--- src/rtl/tdc_pkg.sv ---
// Shared types and sizing constants for the TDC measurement sequencer.
package tdc_pkg;

    localparam int unsigned HW_W      = 7;
    localparam int unsigned LOG2N_MAX = 7;
    localparam int unsigned ACC_W     = HW_W + LOG2N_MAX;
    localparam int unsigned CNT_W     = 8;

    typedef enum logic [2:0] {
        ST_IDLE,
        ST_SETTLE,
        ST_LAUNCH,
        ST_WAIT,
        ST_DONE
    } state_t;

endpackage

--- src/rtl/tdc_stat_acc.sv ---
// Sample statistics: running sum, min, max and count, plus next-cycle views
// of the reportable results so the sequencer can latch them on completion.
module tdc_stat_acc #(
    parameter int unsigned HW_W  = tdc_pkg::HW_W,
    parameter int unsigned ACC_W = tdc_pkg::ACC_W,
    parameter int unsigned CNT_W = tdc_pkg::CNT_W
) (
    input  logic             clk_launch,
    input  logic             rst_n,
    input  logic             clr,
    input  logic             acc,
    input  logic [2:0]       log2n,
    input  logic [HW_W-1:0]  hw,
    output logic [CNT_W-1:0] cnt_nxt,
    output logic [HW_W-1:0]  mean_nxt,
    output logic [HW_W-1:0]  min_nxt,
    output logic [HW_W-1:0]  max_nxt
);

    logic [ACC_W-1:0] sum_q, sum_d;
    logic [HW_W-1:0]  min_q, min_d;
    logic [HW_W-1:0]  max_q, max_d;
    logic [CNT_W-1:0] cnt_q, cnt_d;

    // Clear on burst start, fold in one sample per accepted capture.
    always_comb begin
        sum_d = sum_q;
        min_d = min_q;
        max_d = max_q;
        cnt_d = cnt_q;
        if (clr) begin
            sum_d = '0;
            min_d = '1;
            max_d = '0;
            cnt_d = '0;
        end else if (acc) begin
            sum_d = sum_q + ACC_W'(hw);
            min_d = (hw < min_q) ? hw : min_q;
            max_d = (hw > max_q) ? hw : max_q;
            cnt_d = cnt_q + CNT_W'(1);
        end
        cnt_nxt  = cnt_d;
        mean_nxt = HW_W'(sum_d >> log2n);
        min_nxt  = (cnt_d == '0) ? '0 : min_d;
        max_nxt  = (cnt_d == '0) ? '0 : max_d;
    end

    // Accumulator registers.
    always_ff @(posedge clk_launch) begin
        if (!rst_n) begin
            sum_q <= '0;
            min_q <= '1;
            max_q <= '0;
            cnt_q <= '0;
        end else begin
            sum_q <= sum_d;
            min_q <= min_d;
            max_q <= max_d;
            cnt_q <= cnt_d;
        end
    end

endmodule

--- src/rtl/tdc_meas_sequencer.sv ---
// Counted-burst launch sequencer for the TDC: settles, launches one pg edge,
// waits for the capture, repeats 2^n times and reports mean/min/max.
module tdc_meas_sequencer #(
    parameter int unsigned HW_W       = tdc_pkg::HW_W,
    parameter int unsigned LOG2N_MAX  = tdc_pkg::LOG2N_MAX,
    parameter int unsigned SETTLE_CYC = 2,
    parameter int unsigned TIMEOUT    = 15
) (
    input  logic            clk_launch,
    input  logic            rst_n,
    input  logic            start,
    input  logic            abort,
    input  logic [2:0]      cfg_log2n,
    input  logic [HW_W-1:0] tdc_hw,
    input  logic            tdc_val_out,
    output logic            tdc_pg,
    output logic            tdc_val_in,
    output logic            busy,
    output logic            done,
    output logic            timeout_err,
    output logic [HW_W-1:0] res_mean,
    output logic [HW_W-1:0] res_min,
    output logic [HW_W-1:0] res_max,
    output logic [7:0]      res_cnt
);
    import tdc_pkg::*;

    localparam int unsigned SUM_W = HW_W + LOG2N_MAX;
    localparam int unsigned SET_W = $clog2(SETTLE_CYC + 1);
    localparam int unsigned TMR_W = $clog2(TIMEOUT + 1);
    localparam logic [SET_W-1:0] SETTLE_LAST = SET_W'(SETTLE_CYC - 1);
    localparam logic [TMR_W-1:0] TMR_LAST    = TMR_W'(TIMEOUT - 1);

    state_t           state_q, state_d;
    logic [2:0]       n_q, n_d;
    logic [SET_W-1:0] settle_q, settle_d;
    logic [TMR_W-1:0] timer_q, timer_d;
    logic             pg_q, pg_d;
    logic             val_in_q, val_in_d;
    logic             busy_q, busy_d;
    logic             done_q, done_d;
    logic             to_q, to_d;
    logic [HW_W-1:0]  mean_q, mean_d;
    logic [HW_W-1:0]  min_q, min_d;
    logic [HW_W-1:0]  max_q, max_d;
    logic [7:0]       cnt_q, cnt_d;

    logic             acc_clr, acc_en, hit_to;
    logic [7:0]       burst_len;
    logic [7:0]       cnt_nxt;
    logic [HW_W-1:0]  mean_nxt, min_nxt, max_nxt;

    tdc_stat_acc #(
        .HW_W  (HW_W),
        .ACC_W (SUM_W),
        .CNT_W (8)
    ) u_acc (
        .clk_launch (clk_launch),
        .rst_n      (rst_n),
        .clr        (acc_clr),
        .acc        (acc_en),
        .log2n      (n_q),
        .hw         (tdc_hw),
        .cnt_nxt    (cnt_nxt),
        .mean_nxt   (mean_nxt),
        .min_nxt    (min_nxt),
        .max_nxt    (max_nxt)
    );

    // Accumulator control; kept apart from the FSM so the completion test
    // can use the post-accumulate count without a combinational cycle.
    always_comb begin
        acc_clr = (state_q == ST_IDLE) && start;
        acc_en  = (state_q == ST_WAIT) && tdc_val_out && !abort;
    end

    // Next-state and registered-output computation.
    always_comb begin
        state_d   = state_q;
        n_d       = n_q;
        settle_d  = settle_q;
        timer_d   = timer_q;
        pg_d      = pg_q;
        to_d      = to_q;
        mean_d    = mean_q;
        min_d     = min_q;
        max_d     = max_q;
        cnt_d     = cnt_q;
        hit_to    = 1'b0;
        burst_len = 8'd1 << n_q;

        case (state_q)
            ST_IDLE: begin
                if (start) begin
                    n_d      = cfg_log2n;
                    settle_d = '0;
                    to_d     = 1'b0;
                    state_d  = ST_SETTLE;
                end
            end
            ST_SETTLE: begin
                if (settle_q == SETTLE_LAST) begin
                    state_d = ST_LAUNCH;
                end else begin
                    settle_d = settle_q + SET_W'(1);
                end
            end
            ST_LAUNCH: begin
                timer_d = '0;
                state_d = ST_WAIT;
            end
            ST_WAIT: begin
                if (tdc_val_out) begin
                    if (cnt_nxt == burst_len) begin
                        state_d = ST_DONE;
                    end else begin
                        settle_d = '0;
                        state_d  = ST_SETTLE;
                    end
                end else if (timer_q == TMR_LAST) begin
                    hit_to  = 1'b1;
                    state_d = ST_DONE;
                end else begin
                    timer_d = timer_q + TMR_W'(1);
                end
            end
            ST_DONE: begin
                state_d = ST_IDLE;
            end
            default: begin
                state_d = ST_IDLE;
            end
        endcase

        // Abort overrides any in-flight transition, including a final sample.
        if (abort && (state_q != ST_IDLE)) begin
            state_d = ST_IDLE;
            hit_to  = 1'b0;
        end

        // Outputs are registered, so they are derived from the next state.
        busy_d   = (state_d != ST_IDLE);
        val_in_d = (state_d == ST_LAUNCH);
        done_d   = (state_d == ST_DONE);
        if (state_d == ST_LAUNCH) begin
            pg_d = ~pg_q;
        end
        if (state_d == ST_DONE) begin
            to_d   = hit_to;
            mean_d = hit_to ? '0 : mean_nxt;
            min_d  = min_nxt;
            max_d  = max_nxt;
            cnt_d  = cnt_nxt;
        end
    end

    // FSM state, timers and output registers.
    always_ff @(posedge clk_launch) begin
        if (!rst_n) begin
            state_q  <= ST_IDLE;
            n_q      <= '0;
            settle_q <= '0;
            timer_q  <= '0;
            pg_q     <= 1'b0;
            val_in_q <= 1'b0;
            busy_q   <= 1'b0;
            done_q   <= 1'b0;
            to_q     <= 1'b0;
            mean_q   <= '0;
            min_q    <= '0;
            max_q    <= '0;
            cnt_q    <= '0;
        end else begin
            state_q  <= state_d;
            n_q      <= n_d;
            settle_q <= settle_d;
            timer_q  <= timer_d;
            pg_q     <= pg_d;
            val_in_q <= val_in_d;
            busy_q   <= busy_d;
            done_q   <= done_d;
            to_q     <= to_d;
            mean_q   <= mean_d;
            min_q    <= min_d;
            max_q    <= max_d;
            cnt_q    <= cnt_d;
        end
    end

    always_comb begin
        tdc_pg      = pg_q;
        tdc_val_in  = val_in_q;
        busy        = busy_q;
        done        = done_q;
        timeout_err = to_q;
        res_mean    = mean_q;
        res_min     = min_q;
        res_max     = max_q;
        res_cnt     = cnt_q;
    end

endmodule
--- config.mk ---
export PLATFORM = sky130hd
export DESIGN_NAME = tdc_meas_sequencer
export DESIGN_NICKNAME = d
export VERILOG_FILES = /design/src/rtl/tdc_pkg.sv /design/src/rtl/tdc_stat_acc.sv /design/src/rtl/tdc_meas_sequencer.sv
export SDC_FILE = /design/constraint.sdc
export NUM_CORES = 1
export LEC_CHECK = 0
export ABC_AREA = 1
export CAP_MARGIN = 30
export CORE_ASPECT_RATIO = 0.6
export CORE_UTILIZATION = 58
export DETAILED_ROUTE_END_ITERATION = 10
export PLACE_DENSITY = 0.93
export SLEW_MARGIN = 20
export SYNTH_ARGS = -nofsm -noshare
export SYNTH_HDL_FRONTEND = slang
export SYNTH_HIERARCHICAL = 1
export SYNTH_SLANG_ARGS = --single-unit
--- constraint.sdc ---
create_clock -name clk_launch -period 3.05 [get_ports clk_launch]
set_clock_uncertainty 0.1 [all_clocks]
set_input_delay 0.305 -clock clk_launch [delete_from_list [all_inputs] [get_ports clk_launch]]
set_output_delay 0.305 -clock clk_launch [all_outputs]
set_load 0.02 [all_outputs]
==> flow_summary.ini <==
; flow metrics
[finish]
fill_cells = 598
layout_top_cell = nand2_1
fin_nets = 878
drive_above_1_share_pct = 12.57
multiInputGateArea_um2 = 2816
post-route-util_pct = 76.50

[detailed_routing]
drt_iter0_drc = 566
drt-vias-per-instance = 5.790
drc_errors = 0

[global_route]
met1_usage_pct = 41.94
grt_pass1_wl_um = 22630
grt_busiest_layer = met2

[clock_network]
clkTransAtPathRegs_ps = 70

[critical_path]
rr_startpoint = state_q[2]
crit_arrival_ps = 3090
crit_path_start_kind = flip-flop
crit_chain = inv_2, nand3_4, nor3_4, nand3_2, nor2_4, a31oi_4, nor3_2, inv_1, nand2_2, nand2_1, nand2_1, nand2_1, nor2_1, nand3_1, nand2_2, nand2_4, inv_8, clkbuf_16, nor2_1, a211oi_2
required_ps = 3210
startpoint = state_q[2]
end_kind = flip-flop
critPathKind = reg -> reg
critPathMaxStageDelay_ps = 340

[synth]
syn_inst = 756
synth_seq_share_pct = 33.47
edf_count = 0
syn_nets = 796
top_cell_area_share_pct = 33.47
ys_cells = 756
syn-mean-instance-area_um2 = 6.488
synthMuxAreaShare_pct = 0

[floorplanning]
coreArea_um2 = 8039
die_x_um = 120.7
initCoreUtil_pct = 61.01

[hold_path]
worstHoldStart = settle_q[1]
hold_class = reg -> reg

[power_and_ir_drop]
power_mw = 2.529

[place]
dpl.cell_count = 926
place_ws_ps = -242.3

[final_timing]
fin_crit_ps = 2935
finalSetupTns_ps = 0
tightest_slew_ps = 727.2
finalSetupViolCount = 0

[status]
outcome = complete, no violations

[flow_run]
cap_violations = 0
## report_power, final
| group | switching (mW) | total [mW] | internal [mW] |
|---|---|---|---|
| Sequential | 0.0306 | 1.12 | 1.09 |
| Clock | 0.482 | 1.05 | 0.567 |
| Combinational | 0.234 | 0.359 | 0.125 |
## final timing paths
kind / end / cells after the start
setup / recovery: res_mean[6] / 20
hold / removal: settle_q[1] / 2
setup reg to reg: res_mean[6] / 20
hold reg to reg: settle_q[1] / 2
## repair_timing
item	4_1_cts	5_1_grt
endpoints found under the setup margin	1	34
gates cloned	0	2
pin swaps	0	5
gates resized	1	22
setup buffers	0	7
## sequential cells by signal, summed over array words and instances, names as in the netlist, 7 cells and up
name         cells
u_acc/cnt_q      8
u_acc/min_q      7
res_cnt          8
u_acc/max_q      7
res_min          7
u_acc/sum_q     14
res_max          7
res_mean         7
clock_nets.png
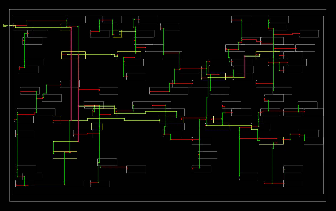
Clock Power: 1.05 mW
Worst-Skew Late Latency: 340 ps

clock_wires.png
Scale: 4 px per um.
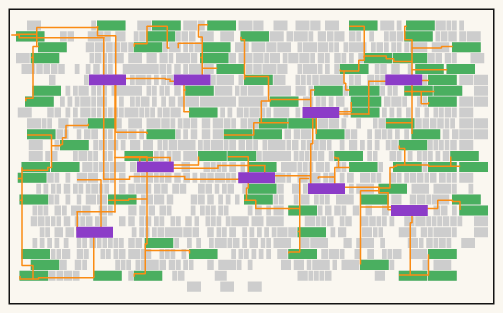
orange -> clock wires  # length 1020 um
purple -> clock-net drivers  # count 9
green -> flip-flops  # count 82
flops lie = spread over the die
clock power share: 41.5%

port_trees.png
Scale: 4 px per um.
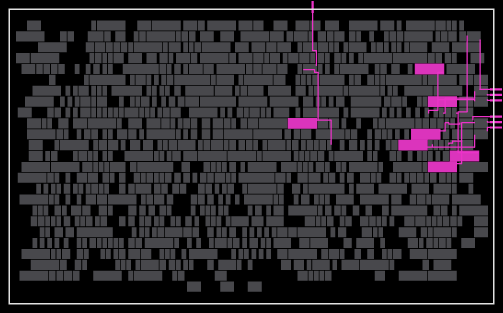
magenta -> res_max  # direction output, edge 6 right, 1 top, end cells 7, buffers 7, wire 181 um
I/O pin count: 49
# port buffers: 48

m2.png
Scale: 4 px per um.
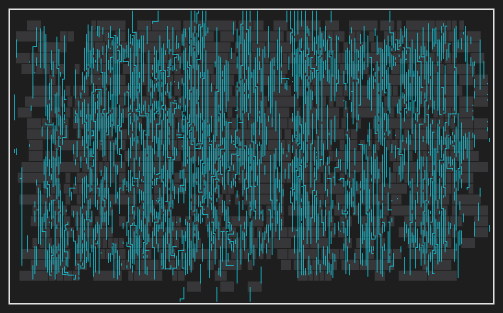
main direction = vertical
share of all routed wire = 47%
wire length on this layer = 6790 um
nets with wire on the layer = 752
GRT met2 Usage: 55.24%
DRT Wirelength: 14510 um
via count: 5506

class_map.png
Scale: 4 px per um. Fill, decap, tap and diode cells in gray.
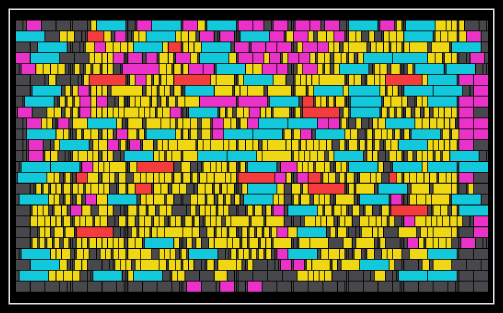
magenta -> remaining buffers and delay cells  # cells 97
yellow -> remaining logic cells  # cells 648
red -> clock drivers and dummy loads  # cells 16
cyan -> registers  # cells 82

Power and IR drop assume default switching activity.
